[config.mk]
export PLATFORM = sky130hd
export DESIGN_NAME = freqdiv_ctrl_flat
export DESIGN_NICKNAME = d
export VERILOG_FILES = /design/src/rtl/freqdiv_pkg.sv /design/src/rtl/freqdiv_ctrl_if.sv /design/src/rtl/int_freqdiv_core.sv /design/src/rtl/freqdiv_ctrl.sv /design/src/flat_wrapper.sv
export SDC_FILE = /design/constraint.sdc
export NUM_CORES = 1
export LEC_CHECK = 0
export ABC_AREA = 1
export CAP_MARGIN = 30
export CORE_MARGIN = 8
export CORE_UTILIZATION = 50
export DETAILED_ROUTE_END_ITERATION = 10
export DONT_BUFFER_PORTS = 1
export SLEW_MARGIN = 20
export SYNTH_ARGS = -nofsm -noshare
export SYNTH_HDL_FRONTEND = slang
export SYNTH_SLANG_ARGS = --single-unit
[constraint.sdc]
create_clock -name CLK_in -period 4.2 [get_ports CLK_in]
set_input_delay 0.42 -clock CLK_in [delete_from_list [all_inputs] [get_ports CLK_in]]
set_output_delay 0.42 -clock CLK_in [all_outputs]
set_load 0.05 [all_outputs]
[src/rtl/freqdiv_pkg.sv]
// ---------------------------------------------------------------------------
// freqdiv_pkg
//   Shared types and constants for the runtime-programmable clock divider.
//
//   state_t : configuration controller states
//             IDLE - ready to accept a new ratio
//             PEND - a validated ratio waits for the next period boundary
//   MIN_DIV : smallest legal divide ratio; smaller requests are rejected
// ---------------------------------------------------------------------------
package freqdiv_pkg;

  typedef enum logic [0:0] {
    IDLE = 1'b0,
    PEND = 1'b1
  } state_t;

  localparam int MIN_DIV = 2;

endpackage : freqdiv_pkg

[src/rtl/freqdiv_ctrl_if.sv]
// ---------------------------------------------------------------------------
// freqdiv_ctrl_if
//   Configuration handshake and status bundle for freqdiv_ctrl.
//
//   cfg_valid : request valid (master -> slave)
//   cfg_div   : requested divide ratio, W bits (master -> slave)
//   cfg_ready : controller can accept a request (slave -> master)
//   busy      : a validated ratio is waiting to be applied (slave -> master)
//   upd_done  : one-cycle pulse on the edge that applies a ratio
//   err       : one-cycle pulse when a ratio below the minimum is rejected
//   div_cur   : ratio currently in effect
//
//   master : configuration source
//   slave  : freqdiv_ctrl
// ---------------------------------------------------------------------------
interface freqdiv_ctrl_if #(
  parameter int W = 8
) ();

  logic         cfg_valid;
  logic [W-1:0] cfg_div;
  logic         cfg_ready;
  logic         busy;
  logic         upd_done;
  logic         err;
  logic [W-1:0] div_cur;

  modport master (
    output cfg_valid,
    output cfg_div,
    input  cfg_ready,
    input  busy,
    input  upd_done,
    input  err,
    input  div_cur
  );

  modport slave (
    input  cfg_valid,
    input  cfg_div,
    output cfg_ready,
    output busy,
    output upd_done,
    output err,
    output div_cur
  );

endinterface : freqdiv_ctrl_if

[src/rtl/int_freqdiv_core.sv]
// ---------------------------------------------------------------------------
// int_freqdiv_core
//   Integer divider datapath. Produces a registered divided clock whose
//   period is `div` input cycles: floor(div/2) cycles high, then the rest low.
//
//   CLK_in  : processing clock
//   RST     : asynchronous active-low reset
//   SYNC    : enable; low holds CLK_out low and clears the period counter
//   div     : ratio in effect (caller guarantees div >= 2)
//   load    : a new ratio takes effect at this edge; restarts the period
//   CLK_out : divided clock, registered
//   last    : current cycle is the final cycle of a period (period boundary)
// ---------------------------------------------------------------------------
module int_freqdiv_core #(
  parameter int W = 8
) (
  input  logic         CLK_in,
  input  logic         RST,
  input  logic         SYNC,
  input  logic [W-1:0] div,
  input  logic         load,
  output logic         CLK_out,
  output logic         last
);

  localparam logic [W-1:0] ONE = W'(1);

  logic [W-1:0] cnt;
  logic [W-1:0] half;

  assign half = div >> 1;

  // div >= 2 always holds, so div - 1 cannot wrap.
  assign last = SYNC && (cnt == (div - ONE));

  always_ff @(posedge CLK_in or negedge RST) begin
    if (!RST) begin
      cnt     <= '0;
      CLK_out <= 1'b0;
    end else if (!SYNC) begin
      cnt     <= '0;
      CLK_out <= 1'b0;
    end else begin
      // High phase is judged against the ratio in effect this cycle; a load
      // lands on a boundary where the old ratio already drives CLK_out low.
      CLK_out <= (cnt < half);
      cnt     <= (load || last) ? '0 : (cnt + ONE);
    end
  end

endmodule : int_freqdiv_core

[src/rtl/freqdiv_ctrl.sv]
// ---------------------------------------------------------------------------
// freqdiv_ctrl
//   Runtime-programmable integer clock divider with a configuration
//   controller. New ratios arrive over a valid/ready handshake and are only
//   applied at a divided-clock period boundary (or while SYNC is low), so
//   CLK_out never produces a runt pulse.
//
//   CLK_in  : processing clock
//   RST     : asynchronous active-low reset
//   SYNC    : divider enable; low holds CLK_out low and clears the counter
//   cfg     : configuration handshake / status (freqdiv_ctrl_if.slave)
//   CLK_out : divided clock, registered
//
//   state | meaning
//   ------+---------------------------------------------------------------
//   IDLE  | cfg_ready=1; a request below MIN_DIV pulses err, otherwise it
//         | is latched into div_pend and the FSM moves to PEND
//   PEND  | busy=1, requests ignored; on a period boundary or any SYNC=0
//         | cycle the pending ratio is applied, upd_done pulses, back to IDLE
// ---------------------------------------------------------------------------
module freqdiv_ctrl
  import freqdiv_pkg::*;
#(
  parameter int W       = 8,
  parameter int DIV_RST = 2
) (
  input  logic           CLK_in,
  input  logic           RST,
  input  logic           SYNC,
  freqdiv_ctrl_if.slave  cfg,
  output logic           CLK_out
);

  localparam logic [W-1:0] DIV_RST_W = W'(DIV_RST);
  localparam logic [W-1:0] MIN_DIV_W = W'(MIN_DIV);

  state_t       state;
  state_t       state_nxt;
  logic [W-1:0] div_pend;
  logic [W-1:0] div_cur;
  logic         upd_done_q;
  logic         err_q;

  logic         accept;
  logic         reject;
  logic         apply;
  logic         last;

  always_ff @(posedge CLK_in or negedge RST) begin
    if (!RST) begin
      state <= IDLE;
    end else begin
      state <= state_nxt;
    end
  end

  always_comb begin
    state_nxt = state;
    accept    = 1'b0;
    reject    = 1'b0;
    apply     = 1'b0;
    unique case (state)
      IDLE: begin
        if (cfg.cfg_valid) begin
          if (cfg.cfg_div < MIN_DIV_W) begin
            reject = 1'b1;
          end else begin
            accept    = 1'b1;
            state_nxt = PEND;
          end
        end
      end
      PEND: begin
        // With SYNC low the output is already parked low, so applying the
        // ratio right away cannot clip a pulse.
        if (!SYNC || last) begin
          apply     = 1'b1;
          state_nxt = IDLE;
        end
      end
      default: state_nxt = IDLE;
    endcase
  end

  always_ff @(posedge CLK_in or negedge RST) begin
    if (!RST) begin
      div_pend   <= DIV_RST_W;
      div_cur    <= DIV_RST_W;
      upd_done_q <= 1'b0;
      err_q      <= 1'b0;
    end else begin
      upd_done_q <= apply;
      err_q      <= reject;
      if (accept) begin
        div_pend <= cfg.cfg_div;
      end
      if (apply) begin
        div_cur <= div_pend;
      end
    end
  end

  int_freqdiv_core #(
    .W (W)
  ) u_core (
    .CLK_in  (CLK_in),
    .RST     (RST),
    .SYNC    (SYNC),
    .div     (div_cur),
    .load    (apply),
    .CLK_out (CLK_out),
    .last    (last)
  );

  assign cfg.cfg_ready = (state == IDLE);
  assign cfg.busy      = (state == PEND);
  assign cfg.upd_done  = upd_done_q;
  assign cfg.err       = err_q;
  assign cfg.div_cur   = div_cur;

endmodule : freqdiv_ctrl
[src/flat_wrapper.sv]
// flat-port wrapper written by rule: the top's interface ports become plain ports
module freqdiv_ctrl_flat import freqdiv_pkg::*;
#(
  parameter int W       = 8,
  parameter int DIV_RST = 2
)
  (CLK_in, RST, SYNC, CLK_out, cfg_cfg_valid, cfg_cfg_div, cfg_cfg_ready, cfg_busy, cfg_upd_done, cfg_err, cfg_div_cur);
  freqdiv_ctrl_if #(.W(W)) cfg_i ();
  input  logic CLK_in;
  input  logic RST;
  input  logic SYNC;
  output logic CLK_out;
  input wire logic [$bits(cfg_i.cfg_valid)-1:0] cfg_cfg_valid;
  input wire logic [$bits(cfg_i.cfg_div)-1:0] cfg_cfg_div;
  output wire logic [$bits(cfg_i.cfg_ready)-1:0] cfg_cfg_ready;
  output wire logic [$bits(cfg_i.busy)-1:0] cfg_busy;
  output wire logic [$bits(cfg_i.upd_done)-1:0] cfg_upd_done;
  output wire logic [$bits(cfg_i.err)-1:0] cfg_err;
  output wire logic [$bits(cfg_i.div_cur)-1:0] cfg_div_cur;
  assign cfg_i.cfg_valid = cfg_cfg_valid;
  assign cfg_i.cfg_div = cfg_cfg_div;
  assign cfg_cfg_ready = cfg_i.cfg_ready;
  assign cfg_busy = cfg_i.busy;
  assign cfg_upd_done = cfg_i.upd_done;
  assign cfg_err = cfg_i.err;
  assign cfg_div_cur = cfg_i.div_cur;
  freqdiv_ctrl #(.W(W), .DIV_RST(DIV_RST)) u_core (.CLK_in(CLK_in), .RST(RST), .SYNC(SYNC), .cfg(cfg_i), .CLK_out(CLK_out));
endmodule
### M1 wires

Bar = 20 um.
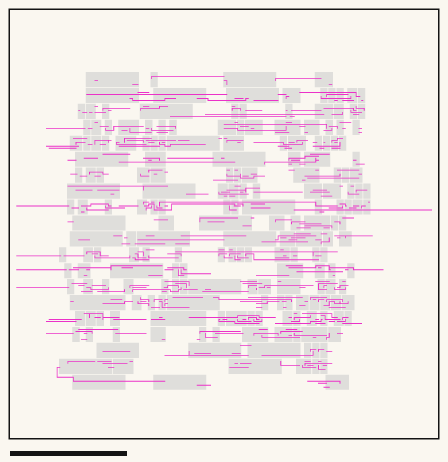
205 nets have wire on it. The longest straight run is 27.6 um. The wires run mostly horizontal. The layer holds 44% of the routed length.
via count: 1248
met1 usage: 15.00%
drt total wl: 3127 um

### Metal 2

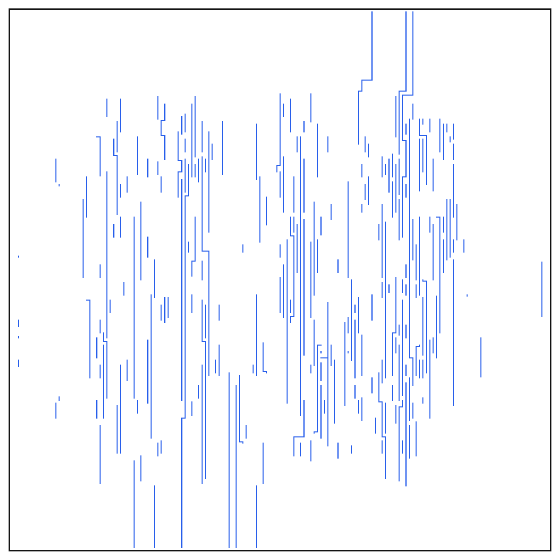
The layer carries 1540 um of wire. The layer holds 49% of the routed length. The longest straight run is 37.7 um. The wires run mostly vertical. 173 nets have wire on it.
met2 GRT Util: 21.95%

### Signal wires on met3

Bar = 20 um.
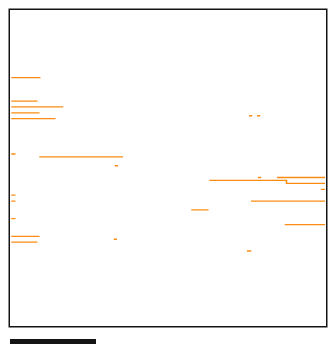
The layer carries 144 um of wire. 20 nets have wire on it. The longest straight run is 19.1 um.
grt met3 use: 2.335%

### The clock network

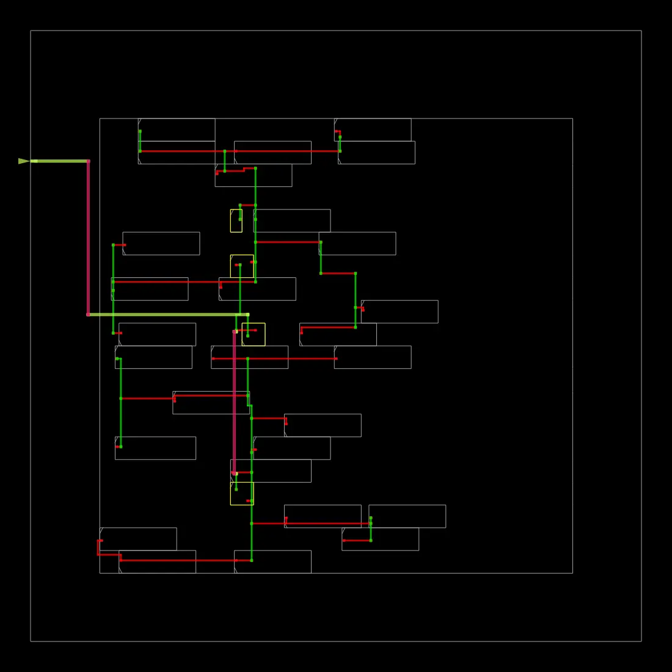
clk_buf instances: 4
CTS sink cnt: 28

==> flow_summary.yaml <==
# generated from flow reports
power:
  switching_power_w: 0.0005005
  clkPwrFrac_pct: 11.3
  seq_power_w: 0.000553
  vdd_drop_max_v: 0.0002696
  p_per_area_mw_per_mm2: 587.2
  top_power_group: "registers"
  internal_power_w: 0.0005002
  clk-power_w: 0.000113
  seq_power_share_pct: 55.3
  leakagePower_nw: 0.8917
  comb_power_w: 0.000335
  p_sw_share_pct: 50.02
  pwr-share-comb_pct: 33.5
timing:
  tightestPinTransition_ns: 0.8247
  fmax_mhz: 402.0
  setup_viol: 0
  skew_ns: 0.005367
  min_period_ns: 2.488
  finalCritPeriodShare_pct: 59.23
  rsz0062_at_grt: "false"
global_route:
  grt_first_pass_wirelength_um: 5464
  grt_pass1_vias: 1262
  grt_busiest_layer: "met2"
  antenna_found_initial: 0
  grt_overflow_total: 0
layout:
  antenna_cells: 0
  lay_top_cells: "nand2_1, inv_1, dfrtp_1, nor2_1, nand3_1"
  top_regs: "u_core.cfg.div_cur: 8 flops, u_core.div_pend: 8 flops, u_core.u_core.cnt: 8 flops"
  syn2layout_area_growth_pct: 4.608
  drive_above_1_share_pct: 10.24
  fillers: 314
  final_util_pct: 55.37
job:
  warning_count: 26
routing:
  dr.pass1.iters: 4
  drc: 0
  dr_wl_met3_um: 143
  ant_nets: 0
  top_layer: "met4"
placed_design:
  hpwl_um: 2452
  io_buffers: 0
  gp_congestion: 0.8587
logic_synthesis:
  ys.warnings.count: 0
  ys_cells: 202
  ys_area_mm2: 0.001629
  top_cells_by_count: "nand2_1, inv_1, dfrtp_1"
  area_leaders: "dfrtp_1, nand2_1, inv_1"
  synth_cell_types: 31
  async_flop_share_pct: 100.0
  top_cell_area_share_pct: 39.94
  most_common_cell: "nand2_1"
  synth_area_mm2: 0.001629
  edf_count: 0
  ys_seq_share_pct: 43.16
  yosysTopAreaCell: "dfrtp_1"
  ys_sh_simple_pct: 30.65
  synth_cells: 202
  ys_top_logic_family: "simple AND/OR/NAND/NOR gates"
  ff_type: "dfrtp_1"
  syn_nets: 222
critical_path:
  cpMaxStageDelayCell: "dfrtp_1"
  worstSetupPathType: "reg -> reg"
  timing.critical_path.mode_cell: "nand2_1"
  crit_chain: "inv_1, ha_1, inv_1, nand2_1, nand2_1, nand2_1, nand2_1, nand3_1, nor2_1, nand2_2, nand2_4, nand2_2, nand2_1, nand2_1"
  arrival_ns: 2.72
  crit_required_ns: 4.43
  crit_family: "simple AND/OR/NAND/NOR gates"
floorplanning:
  die_area_mm2: 0.005341
  die_x_um: 73.08
  rows: 20
  die_h_um: 73.08
  core_mm2: 0.003078
  num_io_pins: 25
worst_hold_path:
  hp-class: "in -> reg"
clock_tree:
  cts_buffer_depth: 2
  cts_setup_buffers: 0
  cts_tree: "built"
  htreeDepth: 1
  cts-root-buf: "clkbuf_4"
status:
  status: "finished clean"
final timing paths:
check / slack (ns) / to / start / cells after the start
worst max-delay path: 1.71 / u_core.cfg.div_cur[6] / u_core.cfg.div_cur[0] / 14
worst min-delay path: 0.20 / u_core.cfg.err / cfg_cfg_valid / 2
worst max register to register: 1.71 / u_core.cfg.div_cur[6] / u_core.cfg.div_cur[0] / 14
worst min register to register: 0.50 / u_core.cfg.div_cur[1] / u_core.div_pend[1] / 2
max in group asynchronous: 3.46 / u_core.cfg.div_cur[1] / RST / 2
min in group asynchronous: 0.50 / u_core.div_pend[0] / RST / 2
cell type report:
| class | instances | area, um^2 | share of cell area [%] |
|---|---|---|---|
| repair buffers | 2 | 30.03 | 1.762 |
| clock buffers | 4 | 26.28 | 1.542 |
| inverters | 29 | 108.9 | 6.388 |
| flip-flops and latches | 28 | 703.2 | 41.26 |
| well taps | 44 | 55.05 | 3.231 |
| multi-input cells | 142 | 780.7 | 45.82 |
timing repair:
action,4_1_cts,5_1_grt
gates resized,0,0
endpoints found under the hold margin,28,0
hold buffers,2,0
stage by stage:
| stage | worst slack [ns] | hold WS [ns] | cell area, um^2 | power (W) | cells |
|---|---|---|---|---|---|
| floorplan | 2.100 | 0.1244 | 1629 | 0.0008159 | 202 |
| global placement | 1.772 | 0.1251 | 1648 | 0.0008832 | 243 |
| detailed placement | 1.729 | 0.1250 | 1648 | 0.0008920 | 243 |
| CTS | 1.676 | 0.1916 | 1704 | 0.001014 | 249 |
| global route | 1.428 | 0.2049 | 1704 | 0.001089 | 249 |
| finish | 1.712 | 0.2032 | 1704 | 0.001001 | 249 |
Power figures rest on the tool's default switching activity, not on a simulated workload.
